[src/rtl/mem_pkg.sv]
// Shared constants and FSM encoding for the data-memory burst master.
//   MEM_AW/MEM_DW/MEM_LW : default address, data and burst-length widths
//   READ_LAT             : data_mem read latency (read_data valid one cycle
//                          after the address is presented)
//   state_t              : burst master FSM encoding
package mem_pkg;
  localparam int MEM_AW   = 8;
  localparam int MEM_DW   = 8;
  localparam int MEM_LW   = 4;
  localparam int READ_LAT = 1;

  typedef enum logic [2:0] {
    IDLE    = 3'd0,
    WR      = 3'd1,
    RD_ADDR = 3'd2,
    RD_CAPT = 3'd3,
    RD_OUT  = 3'd4
  } state_t;
endpackage

[src/rtl/mem_burst_master.sv]
// Initiator for the data memory port. Accepts single/burst fill and read
// commands, runs them as memory cycles and streams read words back.
// Ports:
//   clk, rst                 clock, synchronous active-high reset
//   req_valid/req_ready      command handshake (ready only in IDLE)
//   req_we/addr/len/wdata    command: fill(1)/read(0), start, words-1, fill value
//   resp_valid/ready/data    read-word stream with backpressure
//   busy, done               command in progress, one-cycle completion pulse
//   mem_address/wren/write_data, mem_read_data   data_mem interface
// All outputs come straight from flops.
module mem_burst_master
  import mem_pkg::*;
#(
  parameter int AW = MEM_AW,
  parameter int DW = MEM_DW,
  parameter int LW = MEM_LW
) (
  input  logic          clk,
  input  logic          rst,
  input  logic          req_valid,
  output logic          req_ready,
  input  logic          req_we,
  input  logic [AW-1:0] req_addr,
  input  logic [LW-1:0] req_len,
  input  logic [DW-1:0] req_wdata,
  output logic          resp_valid,
  input  logic          resp_ready,
  output logic [DW-1:0] resp_data,
  output logic          busy,
  output logic          done,
  output logic [AW-1:0] mem_address,
  output logic          mem_wren,
  output logic [DW-1:0] mem_write_data,
  input  logic [DW-1:0] mem_read_data
);

  state_t        state, state_n;
  logic [AW-1:0] cur_addr, addr_n;
  logic [LW-1:0] remaining, rem_n;
  logic [DW-1:0] fill, fill_n, rdata_n;
  logic          wren_n, rvalid_n, done_n;

  // The address counter and latched fill value drive the memory pins
  // directly, so they are registered by construction.
  assign mem_address    = cur_addr;
  assign mem_write_data = fill;

  always_ff @(posedge clk) begin
    if (rst) begin
      state      <= IDLE;
      cur_addr   <= '0;
      remaining  <= '0;
      fill       <= '0;
      mem_wren   <= 1'b0;
      resp_valid <= 1'b0;
      resp_data  <= '0;
      done       <= 1'b0;
      req_ready  <= 1'b1;
      busy       <= 1'b0;
    end else begin
      state      <= state_n;
      cur_addr   <= addr_n;
      remaining  <= rem_n;
      fill       <= fill_n;
      mem_wren   <= wren_n;
      resp_valid <= rvalid_n;
      resp_data  <= rdata_n;
      done       <= done_n;
      req_ready  <= (state_n == IDLE);
      busy       <= (state_n != IDLE);
    end
  end

  // Next-state and next-output logic. Outputs are computed for the state
  // being entered so they line up with it after the edge.
  always_comb begin
    state_n  = state;
    addr_n   = cur_addr;
    rem_n    = remaining;
    fill_n   = fill;
    wren_n   = 1'b0;
    rvalid_n = resp_valid;
    rdata_n  = resp_data;
    done_n   = 1'b0;
    unique case (state)
      IDLE: begin
        if (req_valid && req_ready) begin
          addr_n = req_addr;
          rem_n  = req_len;
          fill_n = req_wdata;
          if (req_we) begin
            state_n = WR;
            wren_n  = 1'b1;
          end else begin
            state_n = RD_ADDR;
          end
        end
      end
      WR: begin
        if (remaining == '0) begin
          state_n = IDLE;
          done_n  = 1'b1;
        end else begin
          addr_n = cur_addr + 1'b1;
          rem_n  = remaining - 1'b1;
          wren_n = 1'b1;
        end
      end
      // Address is on the pins during RD_ADDR; data_mem answers one cycle
      // later, which is when RD_CAPT samples it.
      RD_ADDR: state_n = RD_CAPT;
      RD_CAPT: begin
        rdata_n  = mem_read_data;
        rvalid_n = 1'b1;
        state_n  = RD_OUT;
      end
      RD_OUT: begin
        if (resp_ready) begin
          rvalid_n = 1'b0;
          if (remaining == '0) begin
            state_n = IDLE;
            done_n  = 1'b1;
          end else begin
            addr_n  = cur_addr + 1'b1;
            rem_n   = remaining - 1'b1;
            state_n = RD_ADDR;
          end
        end
      end
      default: state_n = IDLE;
    endcase
  end

endmodule
[config.mk]
export PLATFORM = sky130hd
export DESIGN_NAME = mem_burst_master
export DESIGN_NICKNAME = d
export VERILOG_FILES = /design/src/rtl/mem_pkg.sv /design/src/rtl/mem_burst_master.sv
export SDC_FILE = /design/constraint.sdc
export NUM_CORES = 1
export LEC_CHECK = 0
export ABC_CLOCK_PERIOD_IN_PS = 2900
export CORE_MARGIN = 8
export CORE_UTILIZATION = 48
export DETAILED_ROUTE_END_ITERATION = 8
export PLACE_DENSITY = 0.89
export SKIP_LAST_GASP = 1
export SYNTH_ARGS = -nofsm -noshare
export SYNTH_HDL_FRONTEND = slang
export SYNTH_SLANG_ARGS = --single-unit
[constraint.sdc]
create_clock -name clk -period 2.9 [get_ports clk]
set_input_delay 0.58 -clock clk [delete_from_list [all_inputs] [get_ports clk]]
set_output_delay 0.58 -clock clk [all_outputs]
set_load 0.02 [all_outputs]
**Run 1: register map, names as in the netlist**

Drawn at 4 px/um. Other sequential cells in the stronger gray, the rest of the logic in the fainter gray.
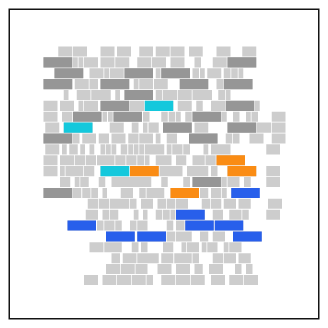
`mem_address`: drawn in blue, sequential cells 8. `state`: drawn in cyan, sequential cells 3. `remaining`: drawn in orange, sequential cells 4.

**Run 1: placed cells, one color a class**

Drawn at 4 px/um.
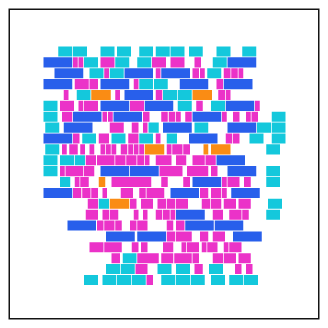
combinational and other logic: drawn in magenta, cells 153. flops: drawn in blue, cells 36. clock drivers and dummy loads: drawn in orange, cells 7. other buffers and delay cells: drawn in cyan, cells 66.

**Run 1: placement view**

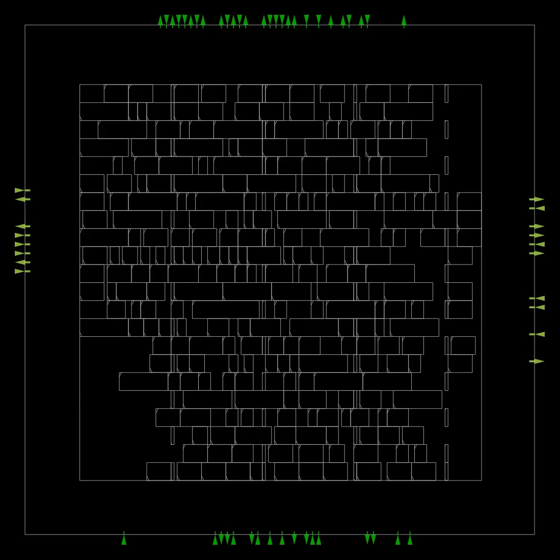
num rows: 22
flop share of the area: 28.9%

[run 1: report_power, final]
| part | internal [mW] | switching [mW] | leakage, nW |
|---|---|---|---|
| sequential | 0.563 | 0.0749 | 0.294 |
| clock | 0.163 | 0.163 | 0.0410 |
| combinational | 0.270 | 0.318 | 0.562 |
| total | 0.996 | 0.557 | 0.897 |
[run 1: layout by cell type (no fill, tap or decap), drive strengths merged, types with 2 or more instances in the layout]
master          n
o32ai           4
dfxtp          36
a211oi          7
buf             5
and3            2
clkdlybuf4s50  61
o31ai           3
nand3          14
o311ai          3
a21o            3
nand4           3
mux2i           9
a21oi          17
clkbuf          6
nor3            5
inv             6
nor4            2
o31a            3
nand2          21
clkinv          2
nor4b           2
o21ai           7
nand3b          2
ha              2
a31oi           4
nor2           14
==> deck_impl_summary.md, run 1 <==
Key Metrics from the Run

Clock tree
  • Worst-path clk slew: 70 ps
  • Clock sink count: 36
  • CTS tree: yes

Place
  • Gpl congestion: 0.812
  • Port buffer count: 61
  • Dpl cells: 303

Worst setup path
  • Crit path launch: state[0]$_SDFF_PP0_
  • Bufs and invs on worst path: 0
  • Max stage delay on crit path: 680 ps
  • Worst setup SP type: flip-flop
  • Setup crit end: mem_address[0]$_SDFFE_PP0P_
  • Crit Reg-Reg Endpoint: mem_address[0]$_SDFFE_PP0P_
  • Levels on crit path: 4
  • Crit path max fanout: 13

Routing
  • Via count: 1794
  • Highest routed layer: met4
  • # DRC: 0

Yosys
  • Yosys Instances: 203
  • EDFF count, synth: 0
  • Yosys top cell by area: dfxtp_1
  • Register share after synthesis: 40.3%
  • Dominant cells by area after synthesis: dfxtp_1 (40%), mux2i_1 (5.0%), a21oi_1 (4.8%), nand2_1 (4.4%), nand3_1 (3.9%)
  • Nets at Floorplan: 238
  • Complex Gates by Area: 22.4%
  • Synthesized-area fraction occupied by and/or/nand/nor cells: 22.7%
  • Area leader share: 40.3%
  • Most frequent cell after synthesis: dfxtp_1
  • Mapped Area: 1790 um^2

Power and ir drop
  • Leak pwr: 0.897 nW
  • Tot Pwr: 1.55 mW
  • PwrDens: 622 nW/um^2

Floorplanning
  • Initial Util: 49.2%
  • N_taps: 48

Run status
  • Status: complete, no violations

Final timing
  • Setup TNS: 0 ps
  • RSZ-0062 raised after global routing: no
  • Fmax: 0.476 GHz
  • Max Clock Skew: 3.07 ps
  • Final slew viol count: 0
  • Final Cycle Share: 72.5%

Global routing
  • Largest net degree at the start of global routing: 32
  • Vias in the first global route: 1700

Layout
  • Layout Nets: 297
  • Share of cells above drive strength 1: 7.63%
  • Inverter count: 7
## Run 2: what changed since run 1
--- a/config.mk
+++ b/config.mk
@@ -5,11 +5,11 @@
 export SDC_FILE = /design/constraint.sdc
 export NUM_CORES = 1
 export LEC_CHECK = 0
-export ABC_CLOCK_PERIOD_IN_PS = 2900
+export ABC_CLOCK_PERIOD_IN_PS = 2000
 export CORE_MARGIN = 8
-export CORE_UTILIZATION = 48
+export CORE_UTILIZATION = 45
 export DETAILED_ROUTE_END_ITERATION = 8
-export PLACE_DENSITY = 0.89
+export PLACE_DENSITY = 0.85
 export SKIP_LAST_GASP = 1
 export SYNTH_ARGS = -nofsm -noshare
 export SYNTH_HDL_FRONTEND = slang
==> constraint.sdc (replaced) <==
create_clock -name clk -period 2 [get_ports clk]
set_input_delay 0.4 -clock clk [delete_from_list [all_inputs] [get_ports clk]]
set_output_delay 0.4 -clock clk [all_outputs]
set_load 0.02 [all_outputs]
**Run 2: placement view**

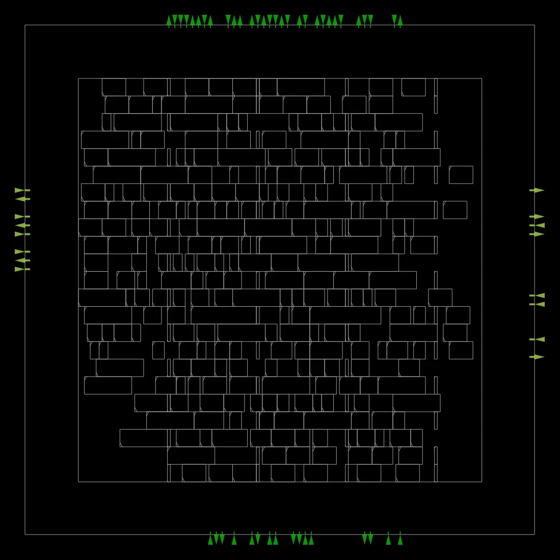
n_taps: 50
flop share of the area: 27.6%
core area: 3910 um^2

==> run 2 against run 1 <==
Compared with the run above: first-iteration DRC count is 25% lower; clock-buffer cell count unchanged; routed wire length grew 6.9%; critical endpoint is now mem_address[2]$_SDFFE_PP0P_; largest power group is now combinational cells; via count up 1.8%; fmax increased by 16%.
==> deck_impl_summary.md, run 2 <==
Key Metrics from the Run

Yosys
  • EDFF count, synth: 0 (unchanged)
  • Dominant cells by area after synthesis: dfxtp_1 (40%), mux2i_1 (5.0%), a21oi_1 (4.8%), nand2_1 (4.4%), nand3_1 (3.9%)
  • Complex Gates by Area: 22.4% (unchanged)
  • Yosys top cell by area: dfxtp_1
  • Register share after synthesis: 40.3% (unchanged)
  • Synthesized-area fraction occupied by and/or/nand/nor cells: 22.7% (unchanged)
  • Area leader share: 40.3% (unchanged)
  • Mapped Area: 1790 um^2 (unchanged)
  • Yosys Instances: 203 (unchanged)

Place
  • Dpl cells: 315 (+4.0%)

Worst setup path
  • Setup crit end: mem_address[2]$_SDFFE_PP0P_
  • Crit Reg-Reg Endpoint: mem_address[2]$_SDFFE_PP0P_
  • Bufs and invs on worst path: 1 (+1)
  • Crit path launch: remaining[0]$_SDFFE_PP0P_
  • Max stage delay on crit path: 420 ps (-260 ps)
  • Crit path max fanout: 10 (-3)

Power and ir drop
  • Clock power share: 25.6% (+4.6 points)
  • Part of the power in registers: 36.8% (-4.3 points)
  • Switch share: 34.6% (-1.3 points)
  • Clock Power: 637 uW (+95%)
  • Combinational power share: 37.5% (-0.4 points)

Clock tree
  • CTS tree: yes
  • Clock sink count: 36 (unchanged)
  • Worst-path clk slew: 70 ps (about the same)

Final timing
  • Setup TNS: 0 ps (unchanged)
  • Final Cycle Share: 90.8% (+18 points)
  • RSZ-0062 raised after global routing: no
  • Max Clock Skew: 5.61 ps (+2.54 ps)

Global routing
  • Largest net degree at the start of global routing: 17 (-47%)
  • Vias in the first global route: 1791 (+5.4%)

Run status
  • Status: complete, no violations

Floorplanning
  • Initial Util: 45.7% (-3.5 points)
  • Num rows: 23 (+4.5%)

Layout
  • Top cell excl fill/tap: clkdlybuf4s50_1
**Run 2: placed cells, one color a class**

Drawn at 3 px/um.
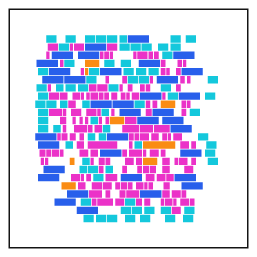
other buffers and delay cells: drawn in cyan, cells 76. flops: drawn in blue, cells 36. clock drivers and dummy loads: drawn in orange, cells 8. combinational and other logic: drawn in magenta, cells 153.

run 2: layer usage:
layer / track usage (%) / vias to the layer above / part of all wire (%)
met5: 0 / - / 0
met4: 5.56 / 0 / 1.3
met3: 5.19 / 6 / 5.3
met2: 30.3 / 49 / 53
met1: 20.0 / 876 / 40
li1: - / 896 / -
run 2: cells by family (layout without fill, tap and decap cells):
logic type,Yosys count,after routing
adder cells (fa/ha/maj),2,2
AND-OR/OR-AND,59,59
XOR/XNOR,2,2
flip-flops,36,36
buffers and inverters,21,91
AND/OR/NAND/NOR,74,74
multiplexers,9,9
run 2: through the flow:
stage	power (mW)	utilization (%)
floorplan	1.47	-
detailed placement	1.85	63.8
global placement	1.82	63.8
CTS	2.49	66.5
finish	2.49	66.7
global route	2.62	66.7
## Run 3: what changed since run 2
--- a/config.mk
+++ b/config.mk
@@ -10,6 +10,7 @@
 export CORE_UTILIZATION = 45
 export DETAILED_ROUTE_END_ITERATION = 8
 export PLACE_DENSITY = 0.85
+export RECOVER_POWER = 25
 export SKIP_LAST_GASP = 1
 export SYNTH_ARGS = -nofsm -noshare
 export SYNTH_HDL_FRONTEND = slang
**Run 3: placement view**

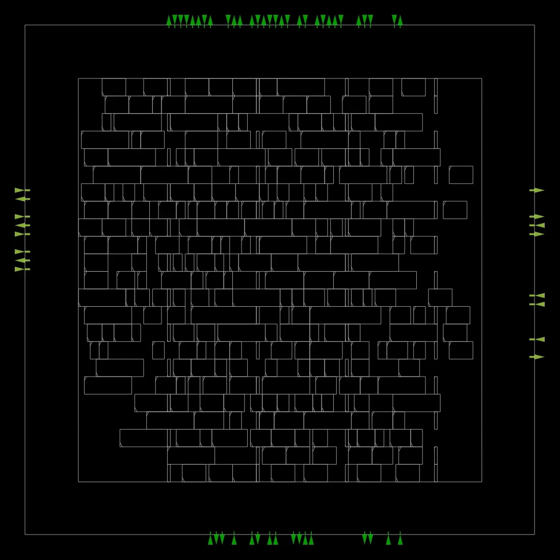
num rows: 23
flop share of the area: 27.7%
flip-flops: 36
final non-filler cell total: 323
fillcell total: 343

==> run 3 against run 2 <==
Compared with the run above: die size unchanged; via count rose by 0.71%; total power about the same; flip-flop count unchanged; design area shrank 0.38%; global-route usage did not move; non-clock buffer count stayed put; critical path type unchanged; largest power group unchanged; highest routed layer unchanged.
==> deck_impl_summary.md, run 3 <==
Key Metrics from the Run

Routing
  • M1 WL: 2130 um (-1.8%)
  • Met3 Wirelength: 362 um (+27%)
  • Met2 WL post-DR: 2830 um (-0.60%)
  • Highest routed layer: met4

Final timing
  • RSZ-0062 raised after global routing: no
  • Max Clock Skew: 7.33 ps (+1.72 ps)
  • Setup TNS: 0 ps (unchanged)

Floorplanning
  • Initial Util: 45.7% (unchanged)
  • Core area: 3910 um^2 (unchanged)

Global routing
  • Gr busiest metal: met2
  • Global-route track usage on met2: 30.3% (unchanged)
  • Met3 Track Usage GR: 5.19% (unchanged)
  • Met1 usage: 20.0% (unchanged)
  • Largest net degree at the start of global routing: 17 (unchanged)
  • Vias in the first global route: 1791 (unchanged)

Clock tree
  • Clock sink count: 36 (unchanged)
  • Worst-path clk slew: 70 ps (about the same)
  • CTS tree: yes

Worst setup path
  • Bufs and invs on worst path: 1 (unchanged)
  • Max stage delay on crit path: 430 ps (about the same)
  • R2R cell count: 6
  • Setup crit end: mem_address[2]$_SDFFE_PP0P_
  • Worst R2R Setup Slack: 190 ps
  • Crit Reg-Reg Endpoint: mem_address[2]$_SDFFE_PP0P_
  • Crit path max fanout: 10 (unchanged)
  • Crit path launch: remaining[0]$_SDFFE_PP0P_

Yosys
  • Yosys top cell by area: dfxtp_1
  • Register share after synthesis: 40.3% (unchanged)
  • EDFF count, synth: 0 (unchanged)
  • Synthesized-area fraction occupied by and/or/nand/nor cells: 22.7% (unchanged)
  • Mapped Area: 1790 um^2 (unchanged)
  • Area leader share: 40.3% (unchanged)
  • Yosys Instances: 203 (unchanged)
  • Complex Gates by Area: 22.4% (unchanged)
  • Dominant cells by area after synthesis: dfxtp_1 (40%), mux2i_1 (5.0%), a21oi_1 (4.8%), nand2_1 (4.4%), nand3_1 (3.9%)

Layout
  • Top cell excl fill/tap: clkdlybuf4s50_1
  • Finished Core Util: 66.4% (-0.26 points)

Place
  • Area after DPL: 2500 um^2
  • Dpl cells: 315 (unchanged)

Run status
  • Status: complete, no violations
**Run 3: nets reached from selected ports**

Drawn at 6 px/um.
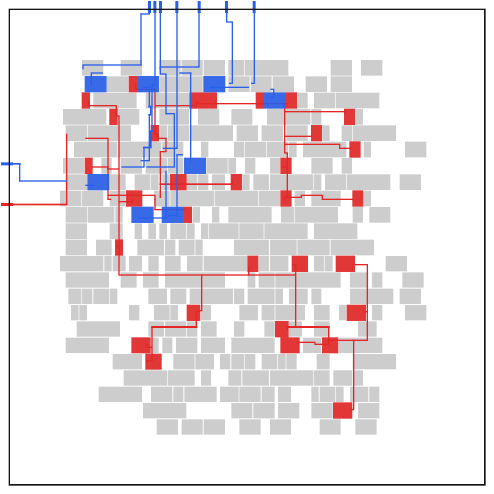
`req_wdata`: drawn in blue, direction input, edge 7 top, 1 left, end cells 8, buffers 8, wire 233 um. `rst`: drawn in red, direction input, edge left, end cells 32, buffers 3, wire 327 um.

[run 3: logic make-up after synthesis]
family / count (synthesis)
fa+ha+maj: 2
buf+inv: 21
compound gates: 59
xor+xnor: 2
flops: 36
simple gates: 74
mux: 9
[run 3: final cells by class]
class,instances,area [um^2]
Clock buffer,6,72.6
Clock inverter,2,35.0
Fill cell,343,1320
Inverter,7,26.3
Multi-Input combinational cell,146,968
Sequential cell,36,721
Tap cell,50,62.6
Timing Repair Buffer,76,713
[run 3: report_power, final]
| group | switching [mW] | total (mW) | internal, mW |
|---|---|---|---|
| Clock | 0.269 | 0.639 | 0.370 |
| Combinational | 0.494 | 0.930 | 0.436 |
| Sequential | 0.100 | 0.916 | 0.816 |
| Total | 0.863 | 2.48 | 1.62 |

==> notes/layouts.md <==
Pictures saved along the way, in no particular order.

Routed clock nets over the placement.
image #1
Drawn at 4 px/um.
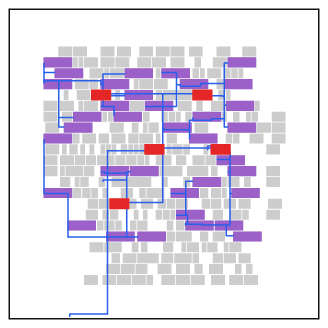
image #2
Drawn at 3 px/um.
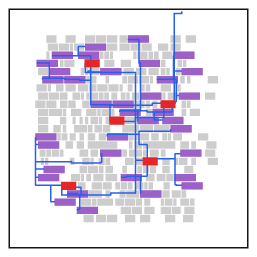
run 1 -> image #1
run 2 -> image #2

Power and IR drop assume default switching activity.
